--- config.mk ---
export PLATFORM = sky130hd
export DESIGN_NAME = bcd_ascii_streamer
export DESIGN_NICKNAME = d
export VERILOG_FILES = /design/src/rtl/bcd_ascii_streamer.sv
export SDC_FILE = /design/constraint.sdc
export NUM_CORES = 1
export LEC_CHECK = 0
export CORE_ASPECT_RATIO = 0.9
export CORE_UTILIZATION = 28
export CTS_CLUSTER_DIAMETER = 120
export DETAILED_ROUTE_END_ITERATION = 12
export PLACE_DENSITY = 0.57
export SLEW_MARGIN = 5
export SYNTH_ARGS = -nofsm -noshare
export SYNTH_HDL_FRONTEND = slang
export SYNTH_SLANG_ARGS = --single-unit
--- constraint.sdc ---
create_clock -name clk_i -period 2.1 [get_ports clk_i]
set_input_delay 0.525 -clock clk_i [delete_from_list [all_inputs] [get_ports clk_i]]
set_output_delay 0.525 -clock clk_i [all_outputs]
set_load 0.01 [all_outputs]
--- src/rtl/bcd_ascii_streamer.sv ---
// Streams one latched BCD conversion result as an ASCII text line into a UART
// transmit port, with optional leading-zero suppression and CR LF terminator.
`timescale 1ns/1ps

// One digit lane: BCD nibble to ASCII, out-of-range nibbles become '?'.
module bcd_ascii_lane (
   input  logic [3:0] nib,
   output logic [7:0] ascii,
   output logic       is_zero
);
   assign ascii   = (nib > 4'd9) ? 8'h3F : {4'h3, nib};
   assign is_zero = (nib == 4'd0);
endmodule

module bcd_ascii_streamer #(
   parameter int NUM_DIGITS     = 10,
   parameter bit SUPPRESS_ZEROS = 1'b1,
   parameter bit APPEND_CRLF    = 1'b1
) (
   input  logic                    clk_i,
   input  logic                    rst_i,
   input  logic                    start_i,
   input  logic [8*NUM_DIGITS-1:0] digits_i,
   output logic [7:0]              tx_data_o,
   output logic                    tx_valid_o,
   input  logic                    tx_ready_i,
   output logic                    busy_o,
   output logic                    done_o
);
   localparam int IDX_W = (NUM_DIGITS > 1) ? $clog2(NUM_DIGITS) : 1;
   localparam logic [IDX_W-1:0] IDX_MSD = IDX_W'(NUM_DIGITS - 1);

   typedef enum logic [2:0] {S_IDLE, S_SCAN, S_SEND, S_CR, S_LF, S_FIN} state_t;

   state_t                         state, state_nxt;
   logic [IDX_W-1:0]               idx, idx_nxt;
   logic [1:0]                     rst_pipe;
   logic                           rst_s;
   logic                           start_q, primed, trig, latch;
   logic [NUM_DIGITS-1:0][3:0]     dig_q;
   logic [NUM_DIGITS-1:0][7:0]     lane_ascii;
   logic [NUM_DIGITS-1:0]          lane_zero;

   // Reset asserts immediately, releases two clk_i edges after rst_i falls.
   always_ff @(posedge clk_i or posedge rst_i) begin
      if (rst_i) rst_pipe <= 2'b11;
      else       rst_pipe <= {rst_pipe[0], 1'b0};
   end
   assign rst_s = rst_pipe[1];

   // primed masks the first sample after reset so a level already high is not an edge.
   assign trig = start_i & ~start_q & primed;

   genvar g;
   generate
      for (g = 0; g < NUM_DIGITS; g++) begin : g_lane
         bcd_ascii_lane u_lane (
            .nib     (dig_q[g]),
            .ascii   (lane_ascii[g]),
            .is_zero (lane_zero[g])
         );
      end
   endgenerate

   always_ff @(posedge clk_i or posedge rst_s) begin
      if (rst_s) begin
         state   <= S_IDLE;
         idx     <= '0;
         start_q <= 1'b0;
         primed  <= 1'b0;
         dig_q   <= '0;
      end else begin
         state   <= state_nxt;
         idx     <= idx_nxt;
         start_q <= start_i;
         primed  <= 1'b1;
         if (latch) begin
            for (int k = 0; k < NUM_DIGITS; k++) dig_q[k] <= digits_i[8*k +: 4];
         end
      end
   end

   always_comb begin
      state_nxt  = state;
      idx_nxt    = idx;
      latch      = 1'b0;
      tx_data_o  = 8'h00;
      tx_valid_o = 1'b0;
      busy_o     = 1'b1;
      done_o     = 1'b0;
      case (state)
         S_IDLE: begin
            busy_o = 1'b0;
            if (trig) begin
               latch     = 1'b1;
               idx_nxt   = IDX_MSD;
               state_nxt = S_SCAN;
            end
         end
         S_SCAN: begin
            // Digit 0 is never skipped so an all-zero value still prints "0".
            if (SUPPRESS_ZEROS && lane_zero[idx] && (idx != '0)) idx_nxt = idx - 1'b1;
            else                                                  state_nxt = S_SEND;
         end
         S_SEND: begin
            tx_valid_o = 1'b1;
            tx_data_o  = lane_ascii[idx];
            if (tx_ready_i) begin
               if (idx != '0)       idx_nxt   = idx - 1'b1;
               else if (APPEND_CRLF) state_nxt = S_CR;
               else                  state_nxt = S_FIN;
            end
         end
         S_CR: begin
            tx_valid_o = 1'b1;
            tx_data_o  = 8'h0D;
            if (tx_ready_i) state_nxt = S_LF;
         end
         S_LF: begin
            tx_valid_o = 1'b1;
            tx_data_o  = 8'h0A;
            if (tx_ready_i) state_nxt = S_FIN;
         end
         S_FIN: begin
            done_o    = 1'b1;
            state_nxt = S_IDLE;
         end
         default: state_nxt = S_IDLE;
      endcase
   end
endmodule

==> impl_metrics.csv <==
group,metric,value,unit
drt,dr.pass1.iters,10,
yosys,synthArstFlopShare,100,%
floorplanning,die_w,112,um
power_and_ir_drop,powerSeq,0.00184,W
yosys,simple_gate_share,11.0,%
power_and_ir_drop,p_int,0.00435,W
yosys,ys_types,51,
run,maxCapViolCount,0,
timing,setup_viol_count_final,9,
power_and_ir_drop,p_switching,0.00251,W
final_layout,nets,486,
cts,cts_tree,"built",
final_layout,flops,51,
setup_path,cp.required,1.57,ns
yosys,ys_top_logic_family,"multiplexers",
yosys,synth-compound-area-share,16.8,%
drt,wl_met3,390,um
yosys,numSynthFlops,51,
setup_path,r2r-start,"idx[0]",
power_and_ir_drop,leakage,2.12,nW
global_routing,grt_max_degree,27,
run,log.warning_count,69,
floorplanning,core,0.0104,mm^2
power_and_ir_drop,power_frac_comb,61.5,%
yosys,xor_area_share,0,%
setup_path,path_class,"register to output port",
drt,met1_length,3730,um
run_status,status,"complete, but fails checks",
global_routing,globalRouteMet1Util,20.2,%
timing,fin_ws,-0.459,ns
final_layout,register_area,0.00128,mm^2
yosys,ff_type,"dfrtp_1",
yosys,ys.warnings.count,0,
final_layout,biggestRegsByFlops,"dig_q x40, idx x4, state x3",
cts,cts_setup_buffers,10,
final_layout,design_area,0.00458,mm^2
setup_path,cp.arrival,2.03,ns
cts,cts_buffers,5,
placed_design,place_hpwl,6250,um
floorplanning,die-area,0.0113,mm^2
yosys,syn_area_per_cell,11.5,um^2
run_status,violations,"DRC, setup timing",
power_and_ir_drop,maxPowerGroup,"combinational logic",
final_layout,nClkBuffers,6,
final_layout,clock_area_share,3.09,%
drt,drc_errors,4,
global_routing,first_global_vias,2682,
final_layout,syn_to_final_growth,50.7,%
Yosys cell counts, types with 5 or more instances:
cell type  count  area share [%]
mux2_4        42              21
nor3_1         9             1.5
a21oi_1       24             4.0
buf_6          6             2.2
nand2_1        8            0.99
nand2b_1       5             1.0
nor2_1        13             1.6
a211oi_1       9             2.2
nor4_1         6             1.2
o21ai_0       14             2.3
buf_2          6            0.99
dfrtp_1       49              40
worst max path at each step:
| stage | start | end | slack (ns) | cells after the start |
|---|---|---|---|---|
| 4_1_cts | idx[2] | tx_data_o[1] | -0.49 | 6 |
| 5_1_grt | idx[2] | tx_data_o[0] | -0.52 | 8 |
| 3_5_place_dp | idx[2] | tx_data_o[1] | -0.58 | 6 |
| 3_3_place_gp | idx[1] | tx_data_o[1] | -0.57 | 7 |
| 6_report | idx[2] | tx_data_o[0] | -0.46 | 8 |
| 2_1_floorplan | idx[2] | tx_data_o[1] | -0.03 | 6 |
through the flow:
| stage | setup slack [ns] | hold slack [ns] | instances | utilization (%) | total power (W) |
|---|---|---|---|---|---|
| 6_report | -0.459 | 0.305 | 531 | 44.1 | 0.00686 |
| 5_1_grt | -0.520 | 0.369 | 531 | 44.1 | 0.00734 |
| 4_1_cts | -0.487 | 0.334 | 529 | 43.7 | 0.00681 |
| 3_5_place_dp | -0.583 | 0.326 | 511 | 41.1 | 0.00576 |
| 3_3_place_gp | -0.575 | 0.316 | 511 | 41.1 | 0.00570 |
| 2_1_floorplan | -0.0257 | 0.345 | 267 | - | 0.00381 |
worst max-delay path: cells and delay by family (launching register included):
| family | cells | cell delay, ns |
|---|---|---|
| and+or+nand+nor | 4 | 0.88 |
| DFF | 1 | 0.41 |
| buffers and inverters | 2 | 0.28 |
| AOI/OAI and AO/OA | 2 | 0.17 |
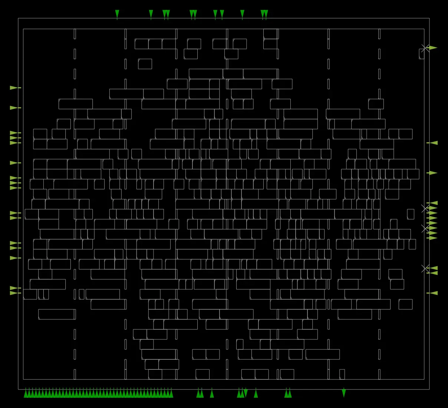
Fig. 1. Cell placement.
row cnt: 35
Well Taps: 129

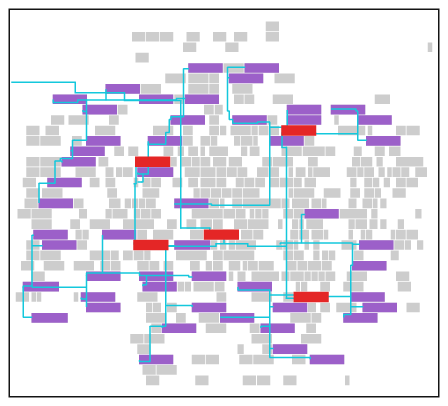
Fig. 2. Clock network drawn from the DEF.
[cells driving clock nets] red | count: 5
[flip-flops] purple | count: 51
[clock wires] cyan | length: 731 um
routed clock nets: 6
final worst clock skew: 0.00340 ns
Clk. pwr: 0.000806 W
Latency at later pin: 0.29 ns

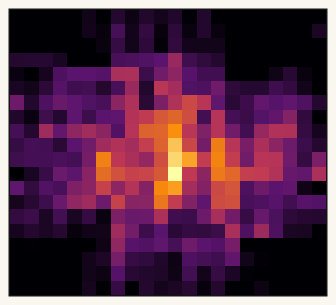
Fig. 3. Wiring heat map.
22 x 20 tiles, from black (low) to pale yellow (high), scaled to the fullest tile. Values are wire area over tile area, all layers added.
tiles over half the peak: 9.3%
nearly empty tiles: 25%
fullest tile: 0.56
densest ninth of the die: center
emptiest ninth of the die: upper right
mean over tiles: 0.11
drt wl/cell: 15.4 um
via count: 2569
GRT Util Overall: 15.5%
drt total wl: 8160 um

Power is estimated from default activity; no workload was simulated.
